### Register map, names as in the netlist, run 1

Scale: 3 px per um. Other sequential cells in the stronger grey, the rest of the logic in the fainter grey.
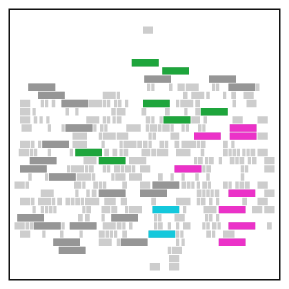
### Signal wires by layer, run 1

Scale: 3 px per um.
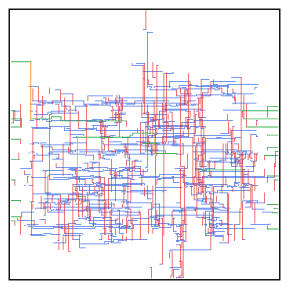
### Clock wires, drivers and flops, run 1

Scale: 4 px per um.
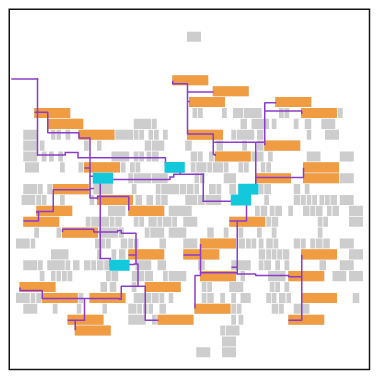
### Routing congestion map, run 1

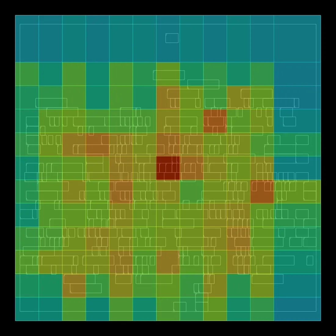
==> config.mk <==
export PLATFORM = sky130hd
export DESIGN_NAME = mul_border_acc
export DESIGN_NICKNAME = d
export VERILOG_FILES = /design/src/rtl/mul_border_acc.sv
export SDC_FILE = /design/constraint.sdc
export NUM_CORES = 1
export LEC_CHECK = 0
export ABC_AREA = 1
export CORE_UTILIZATION = 29
export DETAILED_ROUTE_END_ITERATION = 8
export GPL_TIMING_DRIVEN = 1
export SYNTH_ARGS = -nofsm -noshare
export SYNTH_HDL_FRONTEND = slang
export SYNTH_SLANG_ARGS = --single-unit
==> constraint.sdc <==
create_clock -name clk -period 3.8 [get_ports clk]
set_input_delay 0.57 -clock clk [delete_from_list [all_inputs] [get_ports clk]]
set_output_delay 0.57 -clock clk [all_outputs]
set_load 0.02 [all_outputs]
==> src/rtl/mul_border_acc.sv <==
// Border cell that multiplies two unsigned magnitudes by unary rate coding.
// It uses bit-reversed counter sequences and counts the product ones into o_acc.
// Optional sign-magnitude output is enabled with `define MUL_BORDER_ACC_SIGN_EN.
module mul_border_acc #(
   parameter int WIDTH = 8,
   parameter int ACC_W = WIDTH
) (
   input  logic             clk,
   input  logic             rst_n,
   input  logic             i_start,
   input  logic             i_abort,
   input  logic [WIDTH-2:0] i_data_i,
   input  logic [WIDTH-2:0] i_data_w,
`ifdef MUL_BORDER_ACC_SIGN_EN
   input  logic             i_sign_i,
   input  logic             i_sign_w,
   output logic             o_sign,
`endif
   output logic             o_ready,
   output logic             o_busy,
   output logic             o_bit,
   output logic             o_bit_valid,
   output logic             o_done,
   output logic [ACC_W-1:0] o_acc
);

   localparam int MW = WIDTH - 1;
   localparam logic [MW-1:0]    ONE_M = MW'(1);
   localparam logic [ACC_W-1:0] ONE_A = ACC_W'(1);

   typedef enum logic [1:0] {S_IDLE, S_RUN, S_DONE} state_t;

   state_t          state;
   logic [MW-1:0]   data_i;
   logic [MW-1:0]   data_w;
   logic [MW-1:0]   c_i;
   logic [MW-1:0]   c_w;
   logic [ACC_W-1:0] acc;
   logic [MW-1:0]   rand_i;
   logic [MW-1:0]   rand_w;
   logic            bit_i;
   logic            bit_w;
   logic            run_bit;

   function automatic logic [MW-1:0] bitrev(input logic [MW-1:0] v);
      logic [MW-1:0] r;
      r = '0;
      for (int k = 0; k < MW; k++) r[k] = v[MW-1-k];
      return r;
   endfunction

   always_comb begin
      rand_i  = bitrev(c_i);
      rand_w  = bitrev(c_w);
      bit_i   = (data_i > rand_i);
      bit_w   = (data_w > rand_w);
      run_bit = (state == S_RUN) && bit_i && bit_w;
   end

   always_ff @(posedge clk or negedge rst_n) begin
      if (!rst_n) begin
         state  <= S_IDLE;
         data_i <= '0;
         data_w <= '0;
         c_i    <= '0;
         c_w    <= '0;
         acc    <= '0;
      end else begin
         case (state)
            S_IDLE: begin
               if (i_start) begin
                  state  <= S_RUN;
                  data_i <= i_data_i;
                  data_w <= i_data_w;
                  c_i    <= '0;
                  c_w    <= '0;
                  acc    <= '0;
               end
            end
            S_RUN: begin
               // The current cycle's product bit counts even when aborting.
               c_i <= c_i + ONE_M;
               if (bit_i)   c_w <= c_w + ONE_M;
               if (run_bit) acc <= acc + ONE_A;
               if (i_abort)
                  state <= S_IDLE;
               else if (&c_i)
                  state <= S_DONE;
            end
            S_DONE:  state <= S_IDLE;
            default: state <= S_IDLE;
         endcase
      end
   end

`ifdef MUL_BORDER_ACC_SIGN_EN
   logic sign_r;

   always_ff @(posedge clk or negedge rst_n) begin
      if (!rst_n)
         sign_r <= 1'b0;
      else if (state == S_IDLE && i_start)
         sign_r <= i_sign_i ^ i_sign_w;
   end

   assign o_sign = sign_r;
`endif

   assign o_ready     = (state == S_IDLE);
   assign o_busy      = (state == S_RUN);
   assign o_bit_valid = (state == S_RUN);
   assign o_done      = (state == S_DONE);
   assign o_bit       = run_bit;
   assign o_acc       = acc;

endmodule

==> run_results.csv, run 1 <==
group,metric,value,unit
power_and_ir_drop,p_per_area,499.5,nW/um^2
logic_synthesis,top_cell_area_share,42.67,%
detailed_routing,drt-initial-drc-count,91,
power_and_ir_drop,switching_share,37.41,%
power_and_ir_drop,p_comb,0.000506,W
worst_setup_path,timing.rr.start,"state[1]$_DFFE_PN0P_",
logic_synthesis,synth_nets,321,
logic_synthesis,flop_cell,"dfrtp_1",
cells_and_area,fin_nets,352,
cells_and_area,largestClassByArea,"combinational gates",
worst_setup_path,r2r_end,"o_acc[0]$_DFFE_PN0P_",
cells_and_area,num-nonclk-buffers,31,
logic_synthesis,top_cells_by_area,"dfrtp_1 (43%), nand2_1 (16%), ha_1 (9.5%), inv_1 (5.2%), nand3_1 (4.7%)",
power_and_ir_drop,pwr-share-seq,39.0,%
logic_synthesis,yosysCellCount,286,
floorplan,core-area,7331,um^2
power_and_ir_drop,power_frac_comb,37.2,%
logic_synthesis,top_cell,"nand2_1",
logic_synthesis,synth_top_cell_by_area,"dfrtp_1",
final_timing,max_freq,337.7,MHz
worst_setup_path,cp_slowest_cell,"clkdlybuf4s50_1",
global_routing,grt_first_pass_wirelength,7948,um
worst_setup_path,crit_fanout,13,
placed_design,gp_congestion,0.7754,
detailed_routing,dr.max_layer_used,"met4",
detailed_routing,wirelength_met1,2368,um
placed_design,dpl.hpwl,3331,um
global_routing,grt_pass1_vias,1736,
detailed_routing,met2WireLength,1935,um
logic_synthesis,async_reset_ff_share,100.0,%
run_status,outcome,"finished clean",
detailed_routing,drtAntennaViolNets,0,
logic_synthesis,synth.area.mux_share,0,%
floorplan,die_w,89.66,um
floorplan,io_pins,31,
power_and_ir_drop,max-vdd-ir-drop,0.1673,mV
logic_synthesis,ys.flops,38,
cells_and_area,nClkBuffers,8,
worst_setup_path,ff2ff_path_depth,9,
cells_and_area,layout_top_cell,"nand2_1",
worst_setup_path,crit_required,3.23,ns
worst_setup_path,endpoint,"o_bit",
clocking,clockBufferDepth,2,
final_timing,finalHoldViolCount,0,
floorplan,initCoreUtil,30.40,%
worst_setup_path,max_stage_delay,0.59,ns
detailed_routing,wl_per_cell,10.87,um
cells_and_area,flop-count,38,
cells_and_area,inv_count,34,
final_timing,slew_violations,0,
final_timing,fin_crit_sh,77.92,%
clocking,ctsHoldBuffers,0,
clocking,cts.sinks,38,
final_timing,tns,0,ns
job,warning_count,26,
cells_and_area,fillers,773,
clocking,clock_latency,0.29,ns
power_and_ir_drop,p_leak,1.331,nW
final_timing,min_period,2.961,ns
worst_setup_path,worstPathArrival,2.39,ns
detailed_routing,dr.pass1.iters,4,
power_and_ir_drop,power.group.top,"sequential cells",
logic_synthesis,yosysWarnings,0,
clocking,numCtsBuffers,5,
final_timing,setup_violations,0,
Back to the opening pictures, 'Register map, names as in the netlist':
- o_acc: magenta (sequential cells 8)
- state: cyan (sequential cells 2)
- c_w: green (sequential cells 7)
- not coloured: 21

Back to the opening pictures, 'Signal wires by layer':
- met2: red (wire length 1940 um)
- met4: orange (wire length 45.6 um)
- met3: green (wire length 183 um)
- met1: blue (wire length 2370 um)

Back to the opening pictures, 'Clock wires, drivers and flops':
- clock wires: purple (length 507 um)
- cells driving clock nets: cyan (count 5)
- flip-flops: orange (count 38)
- routed clock nets: 6

Back to the opening pictures, 'Routing congestion map':
busiest grt layer: met2
GRT Util Overall: 12.99%
met2 global-route usage: 20.59%
GR Util met3: 2.742%
Core Util, Final: 37.12%

[run 1: state kept, by name (all words and copies together), names as in the netlist]
register,count
c_i,7
c_w,7
data_i,7
data_w,7
o_acc,8
state,2
[run 1: stage by stage]
stage          worst slack, ns  utilization [%]  cell area, um^2  power (W)  cells
2_1_floorplan            1.848                -             2228  0.0009015    286
3_3_place_gp             1.180            35.62             2611   0.001039    409
3_5_place_dp             1.120            35.62             2611   0.001050    409
4_1_cts                 0.8019            37.12             2721   0.001376    417
5_1_grt                 0.6485            37.12             2721   0.001471    417
6_report                0.8391            37.12             2721   0.001359    417
[run 1: worst max-delay path: cells and delay by family, from the launching register on]
family	cells	cell delay (ns)
and+or+nand+nor	3	0.49
AOI/OAI and AO/OA	1	0.16
DFF	1	0.37
buffers and inverters	4	1.06
### Signal wires on met3, run 1

Scale: 3 px per um. Cells faint in the background.
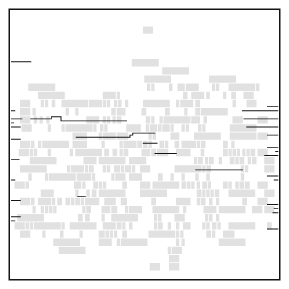

==> run 2: changes to the inputs <==
==> constraint.sdc (replaced) <==
create_clock -name clk -period 2.6 [get_ports clk]
set_input_delay 0.39 -clock clk [delete_from_list [all_inputs] [get_ports clk]]
set_output_delay 0.39 -clock clk [all_outputs]
set_load 0.02 [all_outputs]
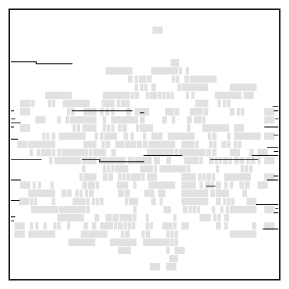
*Signal wires on met3, run 2*
Scale: 3 px per um. Cells faint in the background.
- wire length on this layer: 160 um
- share of all routed wire: 3.4%
- main direction: horizontal

==> run 2 against run 1 <==
Setup slack got worse by 0.69 ns; wire length rose by 5.2%; global-route usage rose by 0.59 points; count of clock-buffer cells in the layout fell by 1; utilization fell by 0.068 points; critical endpoint unchanged; largest cell class unchanged; largest power group unchanged.
==> run_results.csv, run 2 <==
group,metric,value,unit
logic_synthesis,top_cell,"nand2_1",
global_routing,grt_pass1_vias,1767,
final_timing,max_freq,408.7,MHz
logic_synthesis,ys.flops,38,
detailed_routing,drtAntennaViolNets,0,
power_and_ir_drop,switching_share,38.74,%
logic_synthesis,synth.area.mux_share,0,%
worst_setup_path,crit_fanout,10,
floorplan,io_pins,31,
clocking,clock_latency,0.29,ns
worst_setup_path,timing.rr.start,"c_i[0]$_DFFE_PN0P_",
logic_synthesis,top_cell_area_share,42.67,%
clocking,ctsHoldBuffers,0,
logic_synthesis,yosysWarnings,0,
power_and_ir_drop,power.total,0.001951,W
power_and_ir_drop,p_comb,0.000751,W
detailed_routing,dr.max_layer_used,"met4",
worst_setup_path,cp_top_family,"buffers and inverters",
final_timing,finalHoldViolCount,0,
global_routing,grt_first_pass_wirelength,8238,um
detailed_routing,met2WireLength,2063,um
logic_synthesis,yosysCellCount,286,
floorplan,core-area,7331,um^2
final_timing,slew_violations,0,
logic_synthesis,synth_top_cell_by_area,"dfrtp_1",
placed_design,dpl.hpwl,3435,um
placed_design,placed_cell_area,2626,um^2
cells_and_area,finalNonFillerCells,419,
detailed_routing,dr.pass1.iters,4,
detailed_routing,drt-initial-drc-count,87,
cells_and_area,fillers,748,
detailed_routing,wl_per_cell,11.38,um
worst_setup_path,max_stage_delay,0.39,ns
global_routing,grtUsageTotal,13.58,%
cells_and_area,fin_nets,354,
final_timing,setup_violations,0,
job,warning_count,26,
clocking,clockBufferDepth,2,
floorplan,initCoreUtil,30.40,%
worst_setup_path,cp.buffers_inverters,3,
logic_synthesis,top_cells_by_area,"dfrtp_1 (43%), nand2_1 (16%), ha_1 (9.5%), inv_1 (5.2%), nand3_1 (4.7%)",
cells_and_area,fin_util,37.05,%
run_status,outcome,"finished clean",
detailed_routing,wirelength_met1,2512,um
power_and_ir_drop,power.group.top,"sequential cells",
logic_synthesis,async_reset_ff_share,100.0,%
==> run 2: netlist changes by cell type in the layout (fill, tap and decap cells not counted), sizes merged <==
cell           delta
clkbuf            -1
dlygate4sd2       +1
clkdlybuf4s50     -1
clkinv            +1
buf               +2
==> run 2: cell type report <==
class,count,area [um^2],area share [%]
clock buffer,7,86.33,3.178
inverter,34,127.6,4.698
multi-input combinational,207,1106,40.72
timing repair buffer,33,316.6,11.65
tap,99,123.9,4.560
clock inverter,1,5.005,0.1842
sequential,38,950.9,35.01
==> run 2: through the flow <==
stage	setup WS, ns	hold WS (ns)
2_1_floorplan	0.8279	0.09441
3_3_place_gp	0.2420	0.4648
3_5_place_dp	0.2044	0.4653
4_1_cts	0.1559	0.2489
5_1_grt	0.002236	0.2857
6_report	0.1531	0.1931
==> run 3: changes to the inputs <==
--- a/config.mk
+++ b/config.mk
@@ -6,6 +6,7 @@
 export NUM_CORES = 1
 export LEC_CHECK = 0
 export ABC_AREA = 1
+export CAP_MARGIN = 10
 export CORE_UTILIZATION = 29
 export DETAILED_ROUTE_END_ITERATION = 8
 export GPL_TIMING_DRIVEN = 1
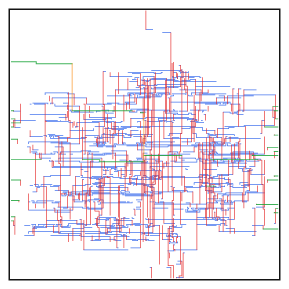
*Signal wires by layer, run 3*
Scale: 3 px per um.
- met4: orange (wire length 32.0 um)
- met3: green (wire length 160 um)
- met1: blue (wire length 2510 um)
- met2: red (wire length 2060 um)

==> run 3 against run 2 <==
Global-route usage did not move; final area did not move; die size unchanged; fmax is the same; synthesized cell count did not move; synthesized area is the same; non-clock buffer count did not move; critical path depth unchanged; via count unchanged; cell count unchanged; combinational power is essentially flat; register-to-register slack about the same; critical path type unchanged; highest routed layer unchanged.
==> run_results.csv, run 3 <==
group,metric,value,unit
floorplan,io_pins,31,
cells_and_area,inv_count,34,
placed_design,gp_congestion,0.7599,
logic_synthesis,synth_nets,321,
floorplan,n_tap_cell,99,
job,warning_count,26,
cells_and_area,num-nonclk-buffers,33,
cells_and_area,largest_reg_flops,8,
global_routing,met3_usage,3.108,%
clocking,clock_latency,0.29,ns
power_and_ir_drop,power_frac_comb,38.5,%
power_and_ir_drop,p_per_area,718.1,nW/um^2
floorplan,die_w,89.66,um
clocking,clockBufferDepth,2,
detailed_routing,drtAntennaViolNets,0,
floorplan,initCoreUtil,30.40,%
detailed_routing,drt-initial-drc-count,87,
cells_and_area,fin_util,37.05,%
detailed_routing,wirelength_met1,2512,um
power_and_ir_drop,power.total,0.001951,W
clocking,numCtsBuffers,5,
final_timing,tns,0,ns
cells_and_area,fillers,748,
power_and_ir_drop,pwr-share-seq,39.8,%
logic_synthesis,ys.flops,38,
final_timing,whs,0.1931,ns
cells_and_area,bufAreaShareNonClock,11.65,%
detailed_routing,dr.max_layer_used,"met4",
cells_and_area,flop-count,38,
global_routing,busiest_layer,"met2",
global_routing,grt_pass1_vias,1767,
run_status,outcome,"finished clean",
cells_and_area,layout_top_cell,"nand2_1",
final_timing,finalWorstSetupSlack,0.1531,ns
clocking,cts.sinks,38,
logic_synthesis,yosysWarnings,0,
placed_design,dp.cells,411,
logic_synthesis,top_cell,"nand2_1",
cells_and_area,finalNonFillerCells,419,
cells_and_area,mi_logic_area,1106,um^2
worst_setup_path,timing.rr.start,"c_i[0]$_DFFE_PN0P_",
worst_setup_path,worstPathArrival,2.06,ns
logic_synthesis,synth_top_cell_by_area,"dfrtp_1",
logic_synthesis,top_cell_area_share,42.67,%
worst_setup_path,crit_required,2.21,ns
global_routing,met2_usage,21.63,%
## run 3: cell counts in the layout (fill, tap and decap cells not counted)
No cell type changed its count.
## run 3: cells by family after synthesis
family                     count (synthesis)  share of synthesized area, %
and+or+nand+nor                          160                         31.89
buffers and inverters                     41                         7.692
DFF                                       38                         42.67
AOI/OAI and AO/OA                         27                         7.019
adders and majority gates                 17                         9.545
xor gates and xnor gates                   3                         1.179
## run 3: timing repair
action	CTS	global route
gates resized	1	0
hold endpoints to repair	0	0
setup endpoints to repair	1	0
## run 3: worst max-delay path: stages (launching register included)
cell and delay, ns:
dfrtp_1 0.39, inv_1 0.08, ha_1 0.29, nand2_1 0.12
nor2_4 0.05, nand3_2 0.08, nand2_2 0.07, a21oi_4 0.16
nand2_4 0.13, inv_1 0.07, dlygate4sd2_1 0.33
Power and IR drop assume default switching activity.
